--- src/rtl/corr_sched_pkg.sv ---
// rtl/corr_sched_pkg.sv - shared types and constants for the correlator scheduler
package corr_sched_pkg;

    typedef enum logic [1:0] {
        ST_IDLE,
        ST_CLEAR,
        ST_INTEGRATE,
        ST_SNAPSHOT
    } ctrl_state_e;

    typedef enum logic [1:0] {
        DR_IDLE,
        DR_HEADER,
        DR_BINS
    } drain_state_e;

    localparam int              IDX_W     = 16;
    localparam logic [15:0]     HDR_MAGIC = 16'hC0DE;
    localparam logic [IDX_W-1:0] HDR_INDEX = 16'hFFFF;

endpackage

--- src/rtl/corr_frame_drain.sv ---
// rtl/corr_frame_drain.sv - shadow register and valid/ready readout drain; optional header beat via CORR_SCHED_HEADER_EN
import corr_sched_pkg::*;

module corr_frame_drain #(
    parameter int NUM_BINS = 8,
    parameter int DW       = 48
) (
    input  logic                   clk,
    input  logic                   rst_n,
    input  logic                   snap,
    input  logic                   clr_stats,
    input  logic [NUM_BINS*DW-1:0] pulses,
    output logic [DW-1:0]          m_data,
    output logic                   m_valid,
    input  logic                   m_ready,
    output logic                   m_last,
    output logic [IDX_W-1:0]       m_index,
    output logic                   active,
    output logic                   overrun,
    output logic [15:0]            dropped
);

    localparam logic [IDX_W-1:0] LAST_BIN = IDX_W'(NUM_BINS - 1);

    drain_state_e           dstate_q, dstate_d;
    logic [NUM_BINS*DW-1:0] shadow_q, shadow_d;
    logic [IDX_W-1:0]       bin_q, bin_d;
    logic                   overrun_q, overrun_d;
    logic [15:0]            dropped_q, dropped_d;
    logic                   capture;
    logic                   fire;
    logic [DW-1:0]          hdr_data;

    assign m_valid = (dstate_q != DR_IDLE);
    assign fire    = m_valid && m_ready;
    // A snapshot is only taken when the previous frame has fully left.
    assign capture = snap && (dstate_q == DR_IDLE);

`ifdef CORR_SCHED_HEADER_EN
    localparam drain_state_e FIRST_BEAT = DR_HEADER;

    logic [15:0]   frame_cnt_q, frame_cnt_d;
    logic [15:0]   hdr_id_q, hdr_id_d;
    logic [DW+31:0] hdr_ext;

    // Frame numbering: the header carries the count as it was before this capture.
    always_comb begin
        frame_cnt_d = frame_cnt_q;
        hdr_id_d    = hdr_id_q;
        if (clr_stats) begin
            frame_cnt_d = '0;
        end else if (capture) begin
            hdr_id_d    = frame_cnt_q;
            frame_cnt_d = frame_cnt_q + 16'd1;
        end
    end

    // Frame numbering registers.
    always_ff @(posedge clk or negedge rst_n) begin
        if (!rst_n) begin
            frame_cnt_q <= '0;
            hdr_id_q    <= '0;
        end else begin
            frame_cnt_q <= frame_cnt_d;
            hdr_id_q    <= hdr_id_d;
        end
    end

    assign hdr_ext  = {{DW{1'b0}}, HDR_MAGIC, hdr_id_q};
    assign hdr_data = hdr_ext[DW-1:0];
`else
    localparam drain_state_e FIRST_BEAT = DR_BINS;

    assign hdr_data = '0;
`endif

    // Beat sequencing, shadow capture and dropped-frame accounting.
    always_comb begin
        dstate_d  = dstate_q;
        shadow_d  = shadow_q;
        bin_d     = bin_q;
        overrun_d = overrun_q;
        dropped_d = dropped_q;
        case (dstate_q)
            DR_HEADER: begin
                if (fire) dstate_d = DR_BINS;
            end
            DR_BINS: begin
                if (fire) begin
                    // Shift so the next bin always sits in the low slice.
                    shadow_d = shadow_q >> DW;
                    if (bin_q == LAST_BIN) dstate_d = DR_IDLE;
                    else                   bin_d    = bin_q + IDX_W'(1);
                end
            end
            default: ;
        endcase
        if (clr_stats) begin
            overrun_d = 1'b0;
            dropped_d = '0;
        end
        if (capture) begin
            shadow_d = pulses;
            bin_d    = '0;
            dstate_d = FIRST_BEAT;
        end else if (snap) begin
            overrun_d = 1'b1;
            if (dropped_q != 16'hFFFF) dropped_d = dropped_q + 16'd1;
        end
    end

    // Drain state registers.
    always_ff @(posedge clk or negedge rst_n) begin
        if (!rst_n) begin
            dstate_q  <= DR_IDLE;
            shadow_q  <= '0;
            bin_q     <= '0;
            overrun_q <= 1'b0;
            dropped_q <= '0;
        end else begin
            dstate_q  <= dstate_d;
            shadow_q  <= shadow_d;
            bin_q     <= bin_d;
            overrun_q <= overrun_d;
            dropped_q <= dropped_d;
        end
    end

    assign m_data  = (dstate_q == DR_HEADER) ? hdr_data : shadow_q[DW-1:0];
    assign m_index = (dstate_q == DR_HEADER) ? HDR_INDEX : bin_q;
    assign m_last  = (dstate_q == DR_BINS) && (bin_q == LAST_BIN);
    assign active  = m_valid;
    assign overrun = overrun_q;
    assign dropped = dropped_q;

endmodule

--- src/rtl/correlator_scheduler.sv ---
// rtl/correlator_scheduler.sv - integration sequencer and readout top; optional header beat via CORR_SCHED_HEADER_EN
import corr_sched_pkg::*;

module correlator_scheduler #(
    parameter int NUM_BASELINES = 8,
    parameter int LAGS          = 1,
    parameter int RESOLUTION    = 24,
    parameter int CNT_WIDTH     = 32
) (
    input  logic                                      clk,
    input  logic                                      reset,
    input  logic                                      start,
    input  logic                                      stop,
    input  logic                                      continuous,
    input  logic [CNT_WIDTH-1:0]                      integ_cycles,
    input  logic [NUM_BASELINES*LAGS*RESOLUTION*2-1:0] pulses,
    output logic                                      corr_enable,
    output logic                                      corr_clear,
    output logic [2*RESOLUTION-1:0]                   m_data,
    output logic                                      m_valid,
    input  logic                                      m_ready,
    output logic                                      m_last,
    output logic [15:0]                               m_index,
    output logic                                      busy,
    output logic                                      overrun,
    output logic [15:0]                               dropped
);

    ctrl_state_e          state_q, state_d;
    logic [CNT_WIDTH-1:0] cnt_q, cnt_d;
    logic [CNT_WIDTH-1:0] len_m1_q, len_m1_d;
    logic                 cont_q, cont_d;
    logic                 snap;
    logic                 clr_stats;
    logic                 drain_active;

    // Control FSM: window sequencing and correlator enable/clear.
    always_comb begin
        state_d     = state_q;
        cnt_d       = cnt_q;
        len_m1_d    = len_m1_q;
        cont_d      = cont_q;
        corr_enable = 1'b0;
        corr_clear  = 1'b0;
        snap        = 1'b0;
        clr_stats   = 1'b0;
        case (state_q)
            ST_IDLE: begin
                if (start) begin
                    // A zero-length window behaves as a single-cycle window.
                    len_m1_d  = (integ_cycles == '0) ? '0 : integ_cycles - CNT_WIDTH'(1);
                    cont_d    = continuous;
                    clr_stats = 1'b1;
                    state_d   = ST_CLEAR;
                end
            end
            ST_CLEAR: begin
                corr_clear = 1'b1;
                if (stop) begin
                    state_d = ST_IDLE;
                end else begin
                    cnt_d   = len_m1_q;
                    state_d = ST_INTEGRATE;
                end
            end
            ST_INTEGRATE: begin
                corr_enable = 1'b1;
                if (stop)               state_d = ST_IDLE;
                else if (cnt_q == '0)   state_d = ST_SNAPSHOT;
                else                    cnt_d   = cnt_q - CNT_WIDTH'(1);
            end
            ST_SNAPSHOT: begin
                // Enable low here clears the correlator on the same edge the shadow captures.
                snap = 1'b1;
                if (cont_q) begin
                    cnt_d   = len_m1_q;
                    state_d = ST_INTEGRATE;
                end else begin
                    state_d = ST_IDLE;
                end
            end
            default: state_d = ST_IDLE;
        endcase
    end

    // Control state, window counter and latched configuration.
    always_ff @(posedge clk or negedge reset) begin
        if (!reset) begin
            state_q  <= ST_IDLE;
            cnt_q    <= '0;
            len_m1_q <= '0;
            cont_q   <= 1'b0;
        end else begin
            state_q  <= state_d;
            cnt_q    <= cnt_d;
            len_m1_q <= len_m1_d;
            cont_q   <= cont_d;
        end
    end

    corr_frame_drain #(
        .NUM_BINS (NUM_BASELINES * LAGS),
        .DW       (2 * RESOLUTION)
    ) u_drain (
        .clk       (clk),
        .rst_n     (reset),
        .snap      (snap),
        .clr_stats (clr_stats),
        .pulses    (pulses),
        .m_data    (m_data),
        .m_valid   (m_valid),
        .m_ready   (m_ready),
        .m_last    (m_last),
        .m_index   (m_index),
        .active    (drain_active),
        .overrun   (overrun),
        .dropped   (dropped)
    );

    assign busy = (state_q != ST_IDLE) || drain_active;

endmodule

--- config.mk ---
export PLATFORM = sky130hd
export DESIGN_NAME = correlator_scheduler
export DESIGN_NICKNAME = d
export VERILOG_FILES = /design/src/rtl/corr_sched_pkg.sv /design/src/rtl/corr_frame_drain.sv /design/src/rtl/correlator_scheduler.sv
export SDC_FILE = /design/constraint.sdc
export NUM_CORES = 1
export LEC_CHECK = 0
export CAP_MARGIN = 5
export CELL_PAD_IN_SITES_DETAIL_PLACEMENT = 1
export CELL_PAD_IN_SITES_GLOBAL_PLACEMENT = 1
export CORE_MARGIN = 2
export CORE_UTILIZATION = 41
export CTS_CLUSTER_DIAMETER = 100
export DETAILED_ROUTE_END_ITERATION = 7
export PLACE_DENSITY = 0.94
export SLEW_MARGIN = 10
export SYNTH_ARGS = -nofsm -noshare
export SYNTH_HDL_FRONTEND = slang
export SYNTH_SLANG_ARGS = --single-unit
--- constraint.sdc ---
create_clock -name clk -period 6.1 [get_ports clk]
set_input_delay 1.22 -clock clk [delete_from_list [all_inputs] [get_ports clk]]
set_output_delay 1.22 -clock clk [all_outputs]
set_load 0.005 [all_outputs]
==> impl_metrics.tcl, run 1 <==
# implementation run metrics
set metrics [dict create \
    status "finished with violations" \
    violations "DRC" \
    stdcell_count 3541 \
    min_path_cells 2 \
    hold_class "flip-flop to flip-flop" \
    r2r_start "cnt_q[8]$_DFFE_PN0P_" \
    cp_slowest_cell "dfrtp_1" \
    cpMostUsedCell "buf_4" \
    comb_share_pct 30.0 \
    drc 2 \
    rsz0062_at_grt "false" \
    route.layer.met1.wl_microns 33700 \
    io_pins 508 \
    hpwl_microns 56100 \
    worst_pin_slew_ps 1480 \
    drt_iter0_drc 1969 \
    mux_share_pct 0.274 \
    max_freq_mhz 252 \
    first_pass_iters 8 \
    synth-main-ff-cell "dfrtp_1" \
    clkTransAtPathRegs_ps 60 \
    finalHoldViolations 0 \
    fin_ws_ps 2140 \
    topCellsByArea "dfrtp_1 (55%), nand2_1 (15%), a22oi_1 (10%)" \
    h-tree-depth 2 \
    synth_cell_types 59 \
    p_int_uw 8120 \
    yosys_warnings 0 \
    buf_share_pct 18.2 \
    drv_slew 0 \
    cellPowerDensity_nw_per_um2 446 \
    largest-register "u_drain.shadow_q" \
    async_flop_share_pct 100 \
    area_growth_pct 32.7 \
    largest_class "registers" \
    grt_usage_pct 30.8 \
    vias 20800 \
    ant_nets 0 \
    top_cell "nand2_1" \
    grt_pass1_vias 22200 \
    synth_seq_share_pct 55.5 \
    p_clk_share_pct 27.2 \
    grt_max_degree 234 \
    slowest_delay_ps 580 \
    top_power_group "sequential cells" \
    dieArea_sq_um 55200 \
    post-place-cells 3403 \
    pg_comb_uw 3880 \
    relSlewSlack_pct 1.59 \
    syn-num-nets 2828 \
    grt_pass1_wl_microns 134000 \
    period_minus_slack_ps 3960 \
    ys_sh_simple_pct 20.8 \
    switching_share_pct 37.3 \
    crit_required_ps 4880 \
    power.total_uw 13000 \
    syn_area_per_cell_sq_um 9.11 \
    lay_top_cells "nand2_1 (846), clkdlybuf4s50_1 (506), dfrtp_1 (485), a22oi_1 (296), nor2_1 (104)" \
    sh_seq_area_pct 41.8 \
    worst_hold_startpoint "u_drain.shadow_q[258]$_DFFE_PN0P_" \
    inverters 16 \
    synth-xor-area-share_pct 1.64 \
    largest_reg_flops 384 \
    nClkBuffers 74 \
]
Run 1, the clock network:
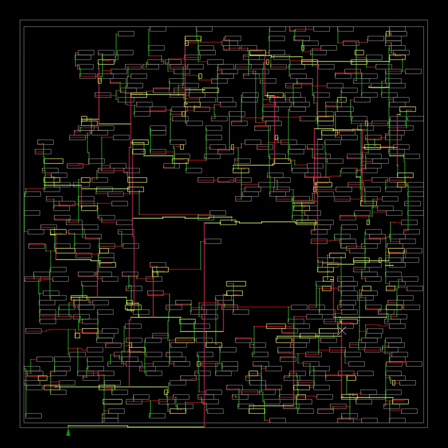
CTS Buf Count: 52
CTS sink cnt: 485
Clock group: 3520 uW
Clock Skew: 29.5 ps

Run 1, placed cells, one color a class:
Fill, decap, tap and diode cells in gray.
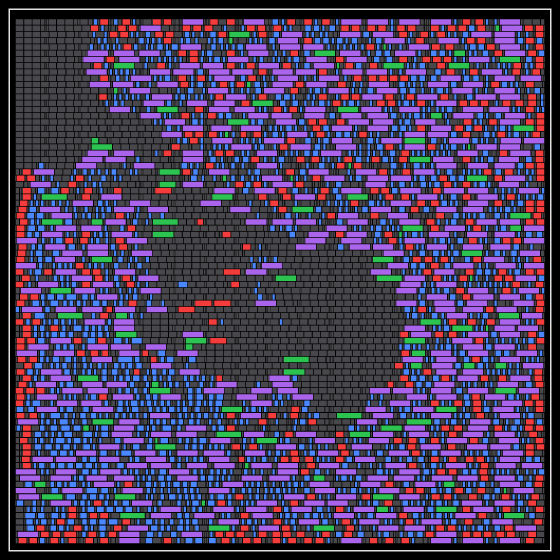
clock drivers and dummy loads: shown in green, cells 97. all other logic: shown in blue, cells 1707. flip-flops: shown in purple, cells 485. other buffers and delay cells: shown in red, cells 523.

Run 1, where the registers sit:
Bar = 50 microns.
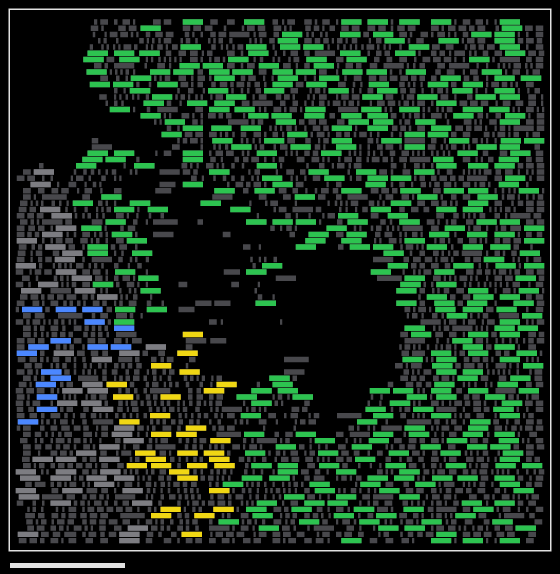
u_drain.shadow_q: shown in green, flops 384, where spread over the die. u_drain.dropped: shown in blue, flops 16. cnt_q: shown in yellow, flops 32.

## Run 2: what changed since run 1
--- a/config.mk
+++ b/config.mk
@@ -9,10 +9,10 @@
 export CELL_PAD_IN_SITES_DETAIL_PLACEMENT = 1
 export CELL_PAD_IN_SITES_GLOBAL_PLACEMENT = 1
 export CORE_MARGIN = 2
-export CORE_UTILIZATION = 41
+export CORE_UTILIZATION = 38
 export CTS_CLUSTER_DIAMETER = 100
 export DETAILED_ROUTE_END_ITERATION = 7
-export PLACE_DENSITY = 0.94
+export PLACE_DENSITY = 0.89
 export SLEW_MARGIN = 10
 export SYNTH_ARGS = -nofsm -noshare
 export SYNTH_HDL_FRONTEND = slang
==> constraint.sdc (replaced) <==
create_clock -name clk -period 3.8 [get_ports clk]
set_input_delay 0.76 -clock clk [delete_from_list [all_inputs] [get_ports clk]]
set_output_delay 0.76 -clock clk [all_outputs]
set_load 0.005 [all_outputs]
Run 2, placed cells, one color a class:
Fill, decap, tap and diode cells in gray.
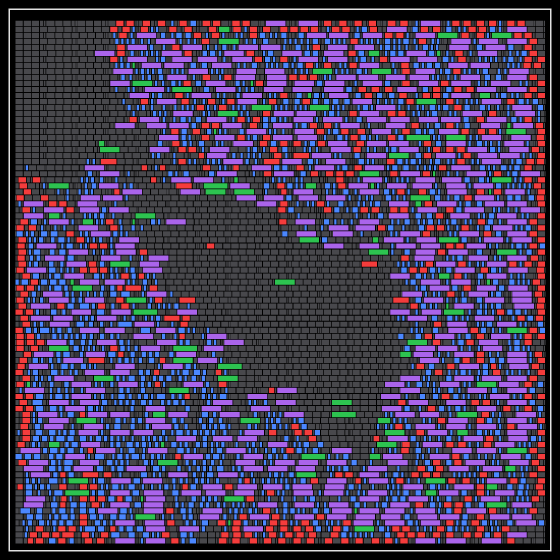
clock drivers and dummy loads: shown in green, cells 100. all other logic: shown in blue, cells 1707. other buffers and delay cells: shown in red, cells 551. flip-flops: shown in purple, cells 485.

Run 2, the clock network:
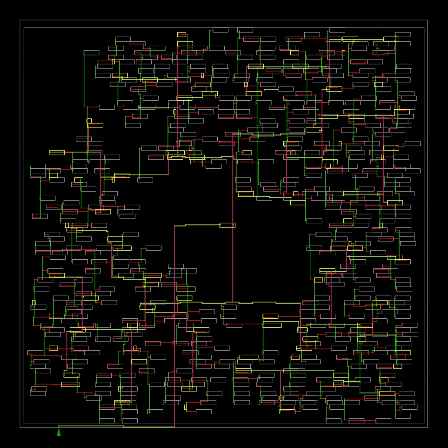
Clock group: 5620 uW
Clock Skew: 36.7 ps
CTS Buf Count: 54
Skew-Pair Late Insertion Delay: 620 ps
flip-flops: 485

==> run 2 against run 1 <==
  * The flow now finishes without violations
  * Non-clock buffer count grew 28
  * Combinational power rose by 57%
  * Clock-buffer cell count up 4
  * Worst setup slack worse by 1600 ps
  * Clock power grew about 60%
  * Critical path type is now input port to flip-flop
  * Critical endpoint is now len_m1_q[27]$_DFFE_PN0P_
==> impl_metrics.tcl, run 2 <==
# implementation run metrics
set metrics [dict create \
    crit_required_ps 4290 \
    drive_gt1_share_pct 6.09 \
    inverters 16 \
    syn-num-nets 2828 \
    clkTransAtPathRegs_ps 60 \
    p_clk_share_pct 27.4 \
    rsz0062_at_grt "false" \
    grt_pass1_vias 21500 \
    largest_class "registers" \
    synth-xor-area-share_pct 1.64 \
    yosys_warnings 0 \
    period_minus_slack_ps 3260 \
    ant_nets 0 \
    cp_slowest_cell "or4_4" \
    pg_comb_uw 6100 \
    sh_seq_area_pct 41.3 \
    async_flop_share_pct 100 \
    power.total_uw 20500 \
    finalHoldViolations 0 \
    buf_share_pct 18.9 \
    largest-register "u_drain.shadow_q" \
    nClkBuffers 78 \
    max_freq_mhz 307 \
    fin_ws_ps 539 \
    topCellsByArea "dfrtp_1 (55%), nand2_1 (15%), a22oi_1 (10%)" \
    drt_iter0_drc 1508 \
    h-tree-depth 2 \
    largest_reg_flops 384 \
    stdcell_count 3627 \
    cpMostUsedCell "or4_4" \
    mux_share_pct 0.274 \
    comb_share_pct 29.6 \
    synth_cell_types 59 \
    area_growth_pct 34.3 \
    grt_max_degree 224 \
    relSlewSlack_pct 26.7 \
    syn_area_per_cell_sq_um 9.11 \
    route.layer.met1.wl_microns 33200 \
    first_pass_iters 5 \
    synth_seq_share_pct 55.5 \
    hpwl_microns 55300 \
    top_power_group "sequential cells" \
    top_cell "nand2_1" \
    synth-main-ff-cell "dfrtp_1" \
    drv_slew 0 \
    vias 20300 \
    cts_buffer_depth 3 \
    ys_sh_simple_pct 20.8 \
    grt_pass1_wl_microns 125000 \
    cts_resized 0 \
    status "finished, final reports clean" \
    grt_usage_pct 26.7 \
    dieArea_sq_um 59500 \
    worst_pin_slew_ps 1100 \
    hold_class "input port to async pin" \
    io_pins 508 \
    cellPowerDensity_nw_per_um2 698 \
    drc 0 \
    switching_share_pct 36.2 \
    r2r_start "cnt_q[0]$_DFFE_PN0P_" \
    post-place-cells 3499 \
]
Power is estimated from default activity; no workload was simulated.
